M1 wires:
The bar under the picture is 50 um long. Supply wires on this layer in gray. Cells faint in the background.
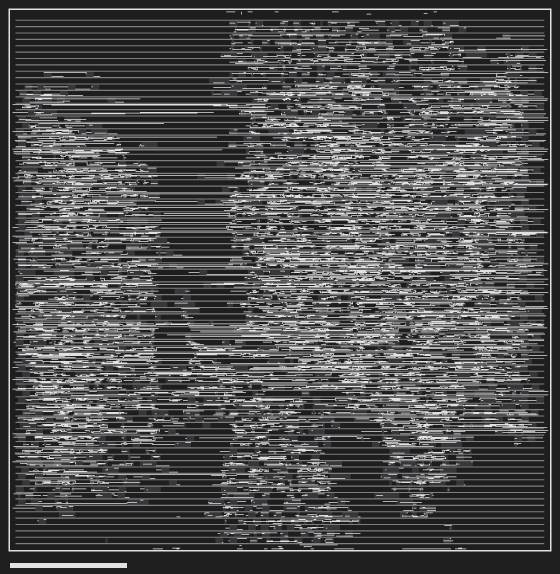
Signal wires on met2:
The bar under the picture is 50 um long. Cells faint in the background.
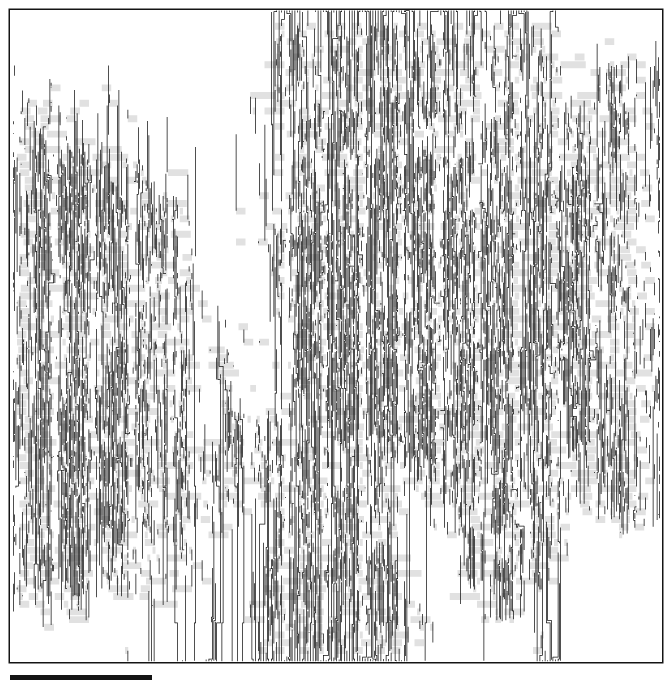
Routing congestion:
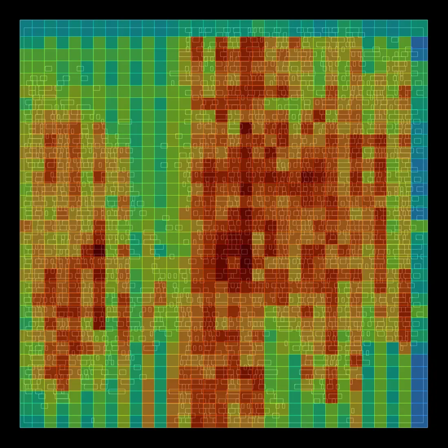
Close-up of the layout:
The bar under the picture is 10 um long. Window x 95 to 135, y 49 to 89 um. Cells in gray, sequential cells in the stronger gray; small squares are vias.
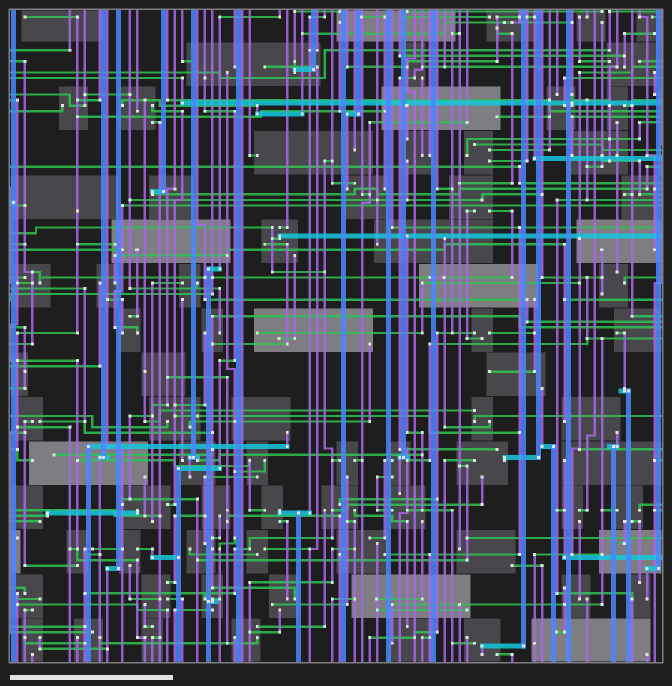
Drive-strength map:
The bar under the picture is 50 um long.
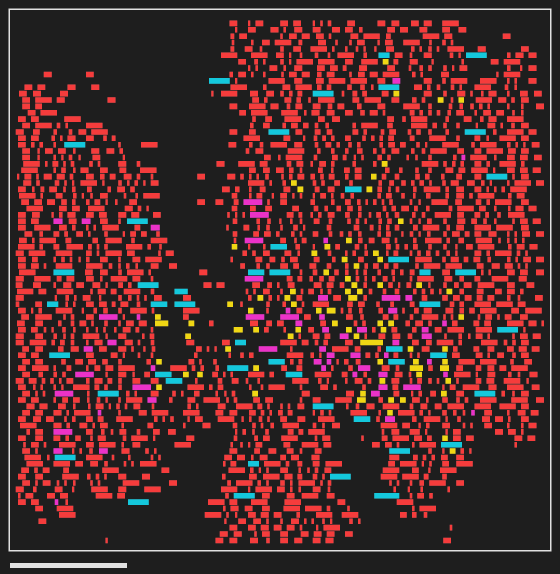
==> config.mk <==
export PLATFORM = sky130hd
export DESIGN_NAME = mem_access_unit
export DESIGN_NICKNAME = d
export VERILOG_FILES = /design/src/rtl/cpu_pkg.sv /design/src/rtl/mau_lane_align.sv /design/src/rtl/mem_access_unit.sv
export SDC_FILE = /design/constraint.sdc
export NUM_CORES = 1
export LEC_CHECK = 0
export CAP_MARGIN = 5
export CELL_PAD_IN_SITES_DETAIL_PLACEMENT = 2
export CELL_PAD_IN_SITES_GLOBAL_PLACEMENT = 2
export CORE_MARGIN = 2
export CORE_UTILIZATION = 25
export DETAILED_ROUTE_END_ITERATION = 8
export GPL_ROUTABILITY_DRIVEN = 0
export PLACE_DENSITY = 0.89
export SLEW_MARGIN = 20
export SYNTH_ARGS = -nofsm -noshare
export SYNTH_HDL_FRONTEND = slang
export SYNTH_SLANG_ARGS = --single-unit
==> constraint.sdc <==
create_clock -name i_clk -period 3.35 [get_ports i_clk]
set_input_delay 0.5025 -clock i_clk [delete_from_list [all_inputs] [get_ports i_clk]]
set_output_delay 0.5025 -clock i_clk [all_outputs]
set_load 0.05 [all_outputs]
==> results.cfg <==
; synthesis and place-and-route metrics
[layout]
clockBufferCount = 43
nFillCells = 5688
flop_area_sq_um = 4410
final_common_cell = clkdlybuf4s50_1
largest_cell_class = combinational gates
comb_cells = 1321
comb_area_share_pct = 41.4
comb_area_sq_um = 7780

[die]
die_x_um = 230
core-area_sq_um = 50300

[synth]
edf_count = 0
ff_type = dfxtp_1
top_area_cell = dfxtp_1
synth.logic.top_family = AND-OR/OR-AND gates
synth_flops = 220
synthSimpleGateAreaFrac_pct = 20.6
synth_seq_share_pct = 34.5
aoi_share_pct = 31.3
postSynth.asyncResetShare_pct = 0
top_cell = nand2_1
yosysTopAreaCellShare_pct = 34.5
ys_cells = 1712

[worst_setup_path]
crit_cells = 8
cp_slowest_stage_delay_ps = 580
criticalPathCategory = register to register
crit_fanout = 33
crit_arrival_ps = 3450

[worst_hold_path]
hp-class = input port to register

[final_timing]
tns_ps = 0
fin_crit_sh_pct = 89.8
finClkSkew_ps = 15.3

[placement]
dpl_cell_area_sq_um = 17900
hpwl_um = 57900

[cts]
insertion_delay_ps = 590
cts_tree = built
cts_buffers = 28
post_cts_buffers = 0
clk_root_buffer_cell = clkbuf_16

[grt]
grt_pass1_vias = 17400
grt_pass1_wl_um = 112000
antenna_found_initial = 10

[power_and_ir_drop]
maxPowerGroup = clock
leakage_uw = 0.00691
p_sw_share_pct = 35.4
power.density_nw_per_um2 = 440
total_power_uw = 8260
p_clk_share_pct = 36.6

[run_status]
status = finished clean

[job]
cap_viol_max_count = 0
## Picture notes: 'M1 wires'
share of all routed wire: 38%
main direction: horizontal
nets with wire on the layer: 2,086
longest straight run: 79.6 um
wire length on this layer: 28.8 mm
WL final: 76,300 um
M1 GR Usage: 30.6%
via count: 15.9k

## Picture notes: 'signal wires on met2'
main direction: vertical
nets with wire on the layer: 2,144
share of all routed wire: 49%
wire length on this layer: 37.6 mm
met2 GRT Util: 49.2%

## Picture notes: 'routing congestion'
Total GRT Usage: 27.6%
met3 track demand over resource: 6.66%

## Picture notes: 'close-up of the layout'
[M3] cyan
[M2] purple
[M1] green
[M4] blue
most frequent: nand2_1 (15), dfxtp_1 (10), nand3_1 (9)
cells with their middle in the window: 80
sequential cells in the window: 10

## Picture notes: 'drive-strength map'
[x3 and x4] yellow | cells: 76
[x6 and larger] cyan | cells: 47
[x2] magenta | cells: 58
[x1 and smaller] red | cells: 1,907
Synth-to-Final Area Change: 46.8%
Signal buffers: 486
Final Worst Setup Slack: 341 ps
Post-Layout Inst Area: 18,800 sq um

==> per-layer routing <==
layer / up-vias / part of all wire [%] / wire (um) / GRT usage, %
met5: - / 0.10 / 76 / 0
met4: 12 / 5.5 / 4220 / 13.6
met3: 216 / 7.3 / 5570 / 6.66
met2: 700 / 49 / 37600 / 49.2
met1: 7968 / 38 / 28800 / 30.6
li1: 6971 / - / - / -
==> per-stage QoR <==
stage | hold WS (ps) | setup WS (ps) | utilization (%) | cells
final | 329 | 341 | 37.3 | 2762
after global routing | 343 | 236 | 37.3 | 2762
after CTS | 299 | 17.7 | 37.3 | 2760
after detailed placement | 438 | -127 | 35.5 | 2709
after global placement | 429 | 93.1 | 35.5 | 2709
after floorplan | 450 | 595 | - | 1714
